## src/rtl/sqrt_job_scheduler.sv

```systemverilog
// Two-requester round-robin front end for a fixed-latency SquareRoot core:
// latches the winner's operands, pulses Start, waits CORE_LAT cycles, returns O.
module sqrt_job_scheduler #(
  parameter int W        = 16,
  parameter int CORE_LAT = 8
) (
  input  logic         Clk,
  input  logic         Reset,
  input  logic         Req0,
  input  logic [W-1:0] A0,
  input  logic [W-1:0] B0,
  output logic         Gnt0,
  output logic         Done0,
  output logic [W-1:0] O0,
  input  logic         Req1,
  input  logic [W-1:0] A1,
  input  logic [W-1:0] B1,
  output logic         Gnt1,
  output logic         Done1,
  output logic [W-1:0] O1,
  output logic         CoreStart,
  output logic [W-1:0] CoreA,
  output logic [W-1:0] CoreB,
  input  logic [W-1:0] CoreO,
  output logic         Busy
);

  typedef enum logic [2:0] {IDLE, LAUNCH, WAIT, CAPTURE, DONE} state_e;

  localparam logic [7:0] LAT = 8'(CORE_LAT);

  state_e       state_q, state_d;
  logic         win_q, win_d;
  logic         last_q, last_d;
  logic [7:0]   cnt_q, cnt_d;
  logic         gnt0_q, gnt0_d, gnt1_q, gnt1_d;
  logic         done0_q, done0_d, done1_q, done1_d;
  logic         start_q, start_d;
  logic         busy_q, busy_d;
  logic [W-1:0] o0_q, o0_d, o1_q, o1_d;
  logic [W-1:0] core_a_q, core_a_d, core_b_q, core_b_d;

  // Pulses are computed one state early so they appear registered in the
  // state they belong to (Gnt/Start in LAUNCH, Done in DONE).
  always_comb begin
    state_d  = state_q;
    win_d    = win_q;
    last_d   = last_q;
    cnt_d    = cnt_q;
    o0_d     = o0_q;
    o1_d     = o1_q;
    core_a_d = core_a_q;
    core_b_d = core_b_q;
    gnt0_d   = 1'b0;
    gnt1_d   = 1'b0;
    done0_d  = 1'b0;
    done1_d  = 1'b0;
    start_d  = 1'b0;
    case (state_q)
      IDLE: begin
        if (Req0 || Req1) begin
          win_d    = (Req0 && Req1) ? ~last_q : Req1;
          last_d   = win_d;
          core_a_d = win_d ? A1 : A0;
          core_b_d = win_d ? B1 : B0;
          gnt0_d   = ~win_d;
          gnt1_d   = win_d;
          start_d  = 1'b1;
          state_d  = LAUNCH;
        end
      end
      LAUNCH: begin
        cnt_d   = LAT;
        state_d = WAIT;
      end
      WAIT: begin
        cnt_d = cnt_q - 8'd1;
        if (cnt_q == 8'd1) state_d = CAPTURE;
      end
      CAPTURE: begin
        if (win_q) o1_d = CoreO;
        else       o0_d = CoreO;
        done0_d = ~win_q;
        done1_d = win_q;
        state_d = DONE;
      end
      DONE:    state_d = IDLE;
      default: state_d = IDLE;
    endcase
    busy_d = (state_d != IDLE);
  end

  always_ff @(posedge Clk) begin
    if (Reset) begin
      state_q  <= IDLE;
      win_q    <= 1'b0;
      last_q   <= 1'b1;
      cnt_q    <= '0;
      gnt0_q   <= 1'b0;
      gnt1_q   <= 1'b0;
      done0_q  <= 1'b0;
      done1_q  <= 1'b0;
      start_q  <= 1'b0;
      busy_q   <= 1'b0;
      o0_q     <= '0;
      o1_q     <= '0;
      core_a_q <= '0;
      core_b_q <= '0;
    end else begin
      state_q  <= state_d;
      win_q    <= win_d;
      last_q   <= last_d;
      cnt_q    <= cnt_d;
      gnt0_q   <= gnt0_d;
      gnt1_q   <= gnt1_d;
      done0_q  <= done0_d;
      done1_q  <= done1_d;
      start_q  <= start_d;
      busy_q   <= busy_d;
      o0_q     <= o0_d;
      o1_q     <= o1_d;
      core_a_q <= core_a_d;
      core_b_q <= core_b_d;
    end
  end

  assign Gnt0      = gnt0_q;
  assign Gnt1      = gnt1_q;
  assign Done0     = done0_q;
  assign Done1     = done1_q;
  assign O0        = o0_q;
  assign O1        = o1_q;
  assign CoreStart = start_q;
  assign CoreA     = core_a_q;
  assign CoreB     = core_b_q;
  assign Busy      = busy_q;

endmodule

```

## config.mk

```make
export PLATFORM = sky130hd
export DESIGN_NAME = sqrt_job_scheduler
export DESIGN_NICKNAME = d
export VERILOG_FILES = /design/src/rtl/sqrt_job_scheduler.sv
export SDC_FILE = /design/constraint.sdc
export NUM_CORES = 1
export LEC_CHECK = 0
export ABC_AREA = 1
export CAP_MARGIN = 40
export CORE_ASPECT_RATIO = 1.5
export CORE_MARGIN = 10
export CORE_UTILIZATION = 38
export CTS_CLUSTER_SIZE = 40
export DETAILED_ROUTE_END_ITERATION = 16
export GPL_TIMING_DRIVEN = 0
export HOLD_SLACK_MARGIN = 0.03
export PLACE_DENSITY = 0.81
export SYNTH_ARGS = -nofsm -noshare
export SYNTH_HDL_FRONTEND = slang
export SYNTH_SLANG_ARGS = --single-unit
```

## constraint.sdc

```tcl
create_clock -name Clk -period 1.15 [get_ports Clk]
set_clock_uncertainty 0.05 [all_clocks]
set_input_delay 0.23 -clock Clk [delete_from_list [all_inputs] [get_ports Clk]]
set_output_delay 0.23 -clock Clk [all_outputs]
set_load 0.005 [all_outputs]
```

run_1/m2.png
Scale: 3 px per um.
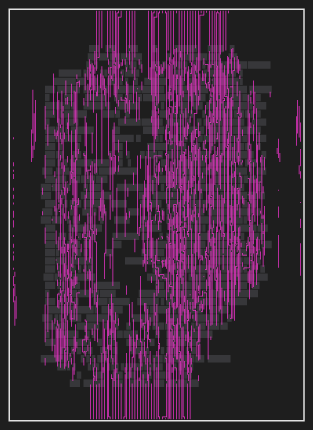
longest straight run: 57.1 um
share of all routed wire: 55%

run_1/pinout.png
Scale: 2 px per um. Pins as bars across the die edge, other pins in grey.
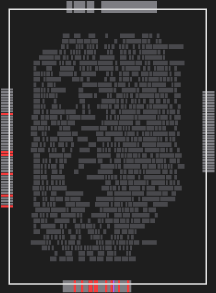
| colour | port | pins | direction | edge |
|---|---|---|---|---|
| red | `A0` | 16 | input | 10 bottom, 6 left |
| purple | `Req1` | 1 | input | bottom |

run_1/clock_nets.png
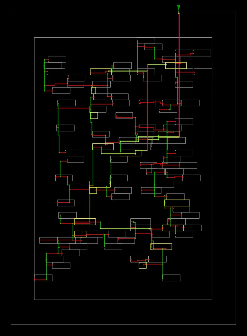
Clock group: 2.90 mW
clk ins delay skew pair: 0.33 ns
CLK BUF: 10

run_1/clock_wires.png
Scale: 4 px per um.
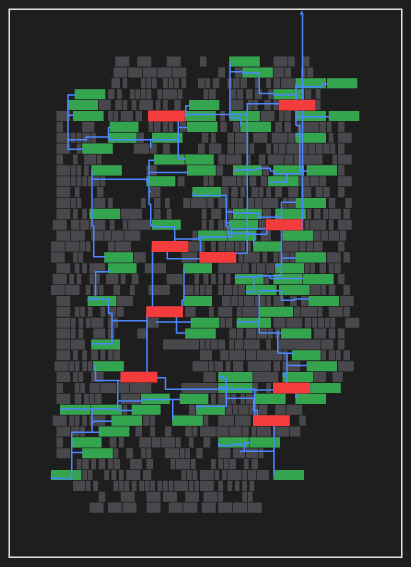
[red] clock-net drivers | count: 9
[green] flip-flops | count: 83
[blue] clock wires | length: 966 um
routed clock nets: 10

==> results_slide.txt, run 1 <==
Flow Results at a Glance

Yosys
  • Synth Net Count: 579
  • Registers, synthesis: 83
  • Synth Seq Share: 48.2%
  • Count leader, synth: nand2_1
  • Aoi share: 11.1%
  • Number of cells produced by synthesis: 493
  • Main logic family: simple AND/OR/NAND/NOR gates
  • Area of the mapped netlist: 3450 um2
  • Top cells by area: dfxtp_1 (48%), nand2_1 (22%), a21oi_1 (7.8%), nor2_1 (5.8%), nand3_1 (3.5%)
  • Adder Area Share: 0.726%
  • Post-synthesis simple-gate area fraction: 33.5%
  • Count of different cell masters after synthesis: 25

Setup path
  • CP Cell Sequence: inv_4 -> nand3_4 -> nor2_4 -> inv_4 -> buf_6 -> nor2_2 -> nor2_1
  • CP max stage delay: 0.37 ns
  • Critical path launch point: state_q[2]$_SDFF_PP0_
  • Kind of critical path: reg -> reg
  • CP arrival: 1.45 ns
  • Cell mode on critical path: inv_4
  • Worst setup path endpoint: O0[11]$_SDFFE_PP0P_

Final layout
  • Invs w/o clock: 18
  • Biggest Area Class: multi-input combinational cells
  • Fin util: 66.0%
  • Post-route cell area: 5830 um2
  • Clk tree area frac: 5.15%
  • Layout area overhead: 69.1%
  • Fin cells: 799
  • Register area: 1740 um2
  • Buffers outside the clock class: 205
  • Comb gate area: 1880 um2
  • ANT cells: 0

Status
  • Failing checks: negative setup slack
  • Status: finished, violations left

Run
  • Max-cap violations: 0

Placement
  • Port buffer count: 153

STA
  • Setup violations, final: 65
  • Setup ws final: -0.120 ns
  • Final hold violation count: 0

Route
  • Vias: 3,966
  • Metal-1 WL: 4630 um

Die
  • Fp_density: 39.0%

Global route
  • Number of global-route vias before repair: 4,009
  • Antenna violations before repair: 0
  • Tot GR Track Use: 18.5%

Pwr
  • P_leak: 2.70 nW

CTS
  • Clock tree sinks: 83
## run 1: stage by stage
stage | hold WS (ns) | power [mW]
after CTS | 0.399 | 8.03
final | 0.168 | 8.23
after global routing | 0.182 | 8.62
after global placement | 0.398 | 4.90
after detailed placement | 0.403 | 4.94
after floorplan | 0.273 | 4.06
## run 1: state kept, by name, summed over array words and instances, names as in the netlist
signal and count:
CoreA 16, CoreB 16, O0 16, O1 16, cnt_q 8, state_q 3, Busy 1, CoreStart 1
Done0 1, Done1 1, Gnt0 1, Gnt1 1, last_q 1, win_q 1
## run 1: report_power, final
group          switching (mW)  total [mW]  internal (mW)
clock network            1.15        2.90           1.74
logic                    1.08        2.08           1.00
registers               0.143        3.26           3.12
## run 1: metal layers
metal / track usage (%) / vias to the layer above
met2: 35.6 / 170
met5: 0 / -
met1: 17.4 / 1818
met3: 5.65 / 34
met4: 8.83 / 0
li1: - / 1944
## run 1: cell usage in the layout, fill, tap and decap left out, drive strengths merged
master | Yosys | layout
a21boi | 2 | 2
a21oi | 54 | 54
a31oi | 1 | 1
buf | 20 | 116
bufinv | 0 | 1
clkbuf | 6 | 16
clkdlybuf4s50 | 0 | 80
clkinv | 0 | 4
dfxtp | 83 | 83
dlygate4sd2 | 0 | 2
dlymetal6s2s | 0 | 1
ha | 2 | 2
inv | 18 | 18
nand2 | 203 | 205
nand3 | 25 | 25
nand4 | 1 | 1
nor2 | 56 | 56
nor3 | 3 | 3
o21ai | 18 | 18
or2 | 1 | 1
## run 1: what timing repair did
action / 4_1_cts / 5_1_grt
pin swaps: 14 / 20
buffers inserted: 14 / 9
endpoints found under the setup margin: 145 / 98
resized: 396 / 95
gates cloned: 5 / 1
## run 1: critical path: cells and delay by family, from the launching register on
family,cells,cell delay (ns)
simple gates,4,0.44
flops,1,0.37
buf+inv,3,0.30
==> inputs of run 2 (changes only) <==
- CTS_CLUSTER_SIZE: 40 -> 14
- HOLD_SLACK_MARGIN: 0.03 -> 0.15
run_2/clock_wires.png
Scale: 4 px per um.
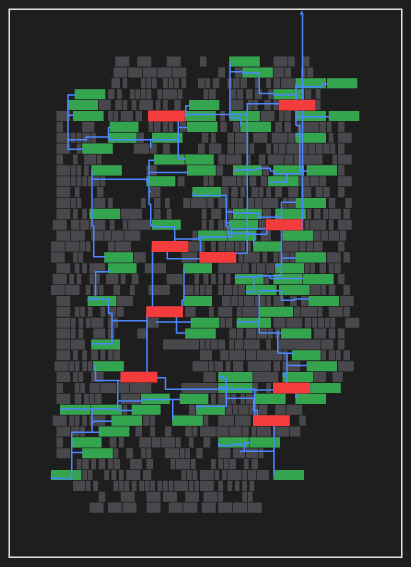
[blue] clock wires | length: 966 um
[green] flip-flops | count: 83
[red] clock-net drivers | count: 9
routed clock nets: 10

==> results_slide.txt, run 2 <==
Flow Results at a Glance

Status
  • Status: finished, violations left
  • Failing checks: negative setup slack

Pwr
  • Total Power: 8.23 mW (unchanged)
  • P_leak: 2.70 nW (unchanged)

Final layout
  • Layout area overhead: 69.1% (unchanged)
  • Fin cells: 799 (unchanged)
  • ANT cells: 0 (unchanged)
  • Fin util: 66.0% (unchanged)
  • Most instantiated logic cells after routing: nand2_1 (185), clkdlybuf4s50_1 (80), buf_2 (69), dfxtp_2 (51), nor2_1 (43)
  • Most used logic cell in the final layout: nand2_1
  • Post-route cell area: 5830 um2 (unchanged)

Setup path
  • CP arrival: 1.45 ns (about the same)
  • Kind of critical path: reg -> reg
  • Required time of the critical path: 1.33 ns
  • Critical path launch point: state_q[2]$_SDFF_PP0_
  • Worst setup path endpoint: O0[11]$_SDFFE_PP0P_
  • R2R depth: 7

CTS
  • Clk slew on worst S/H paths: 0.06 ns
  • Clock tree sinks: 83 (unchanged)
  • Clk ins delay skew pair: 0.33 ns (about the same)

Yosys
  • Area of the mapped netlist: 3450 um2 (unchanged)
  • Synth Seq Share: 48.2% (unchanged)
  • Synth Net Count: 579 (unchanged)
  • Top FF cell, synth: dfxtp_1
  • Number of cells produced by synthesis: 493 (unchanged)
  • Count leader, synth: nand2_1
  • Count of different cell masters after synthesis: 25 (unchanged)
  • Registers, synthesis: 83 (unchanged)
  • Top cells by area: dfxtp_1 (48%), nand2_1 (22%), a21oi_1 (7.8%), nor2_1 (5.8%), nand3_1 (3.5%)
  • Mean area per synthesized cell: 6.99 um2

Placement
  • Setup WS pre-CTS: -0.629 ns
  • Port buffer count: 153 (unchanged)
  • Dpl hpwl: 8960 um

STA
  • Setup violations, final: 65 (unchanged)
  • Worst hold margin: 0.168 ns (unchanged)
  • Setup ws final: -0.120 ns (unchanged)
  • Final hold violation count: 0 (unchanged)

Global route
  • Antenna violations before repair: 0 (unchanged)
  • Number of global-route vias before repair: 4,009 (unchanged)
  • Tot GR Track Use: 18.5% (unchanged)

Run
  • Max-cap violations: 0 (unchanged)

Die
  • Die Height: 137 um
  • Fp_density: 39.0% (unchanged)

Route
  • Vias: 3,966 (unchanged)
  • DRC: 0
run_2/m2.png
Scale: 3 px per um.
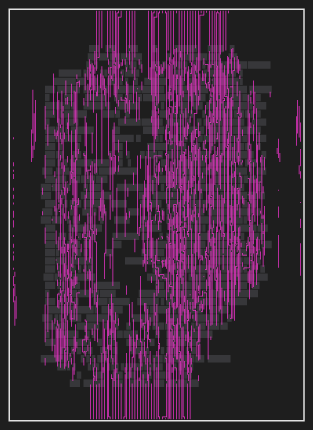
share of all routed wire: 55%
nets with wire on the layer: 659
longest straight run: 57.1 um
wire length on this layer: 7,360 um

-- run 2: cell counts in the layout (fill, tap and decap cells not counted) --
No cell type changed its count.
-- run 2: layout make-up --
cell class                      count  area, um2
Clock inverter                      5       61.3
Multi-Input combinational cell    368       1880
Buffer                             25        243
Clock buffer                       10        239
Timing Repair Buffer              180       1430
Inverter                           18       97.6
Sequential cell                    83       1740
Tap cell                          110        138
Fill cell                         743       3000
-- run 2: metal layers --
layer / GRT usage [%] / part of all wire, % / up-vias
met5: 0 / 0 / -
met4: 8.83 / 2.9 / 0
met3: 5.65 / 6.9 / 34
met2: 35.6 / 55 / 170
met1: 17.4 / 35 / 1818
li1: - / - / 1944
-- run 2: cell families after synthesis --
| group | count (synthesis) | share of synthesized area (%) |
|---|---|---|
| buf+inv | 44 | 6.50 |
| fa+ha+maj | 2 | 0.726 |
| simple gates | 289 | 33.5 |
| compound gates | 75 | 11.1 |
| flops | 83 | 48.2 |
-- run 2: worst max-delay path, cell delays in order, from the launching register on --
cell and delay (ns):
dfxtp_4 0.37, inv_4 0.07, nand3_4 0.11, nor2_4 0.19
inv_4 0.09, buf_6 0.14, nor2_2 0.09, nor2_1 0.05
-- run 2: repair_timing --
action                                  CTS  global route
hold endpoints to repair                  0             0
cloned                                    5             1
gates resized                           396            95
endpoints found under the setup margin  145            98
setup buffers                            14             9
pin swaps                                14            20
-- run 2: power breakdown --
group / leakage (nW) / switching, mW / internal [mW] / total [mW]
clock network: 0.149 / 1.15 / 1.74 / 2.90
registers: 0.702 / 0.143 / 3.12 / 3.26
logic: 1.85 / 1.08 / 1.00 / 2.08
total: 2.70 / 2.37 / 5.86 / 8.23
Power and IR drop assume default switching activity.
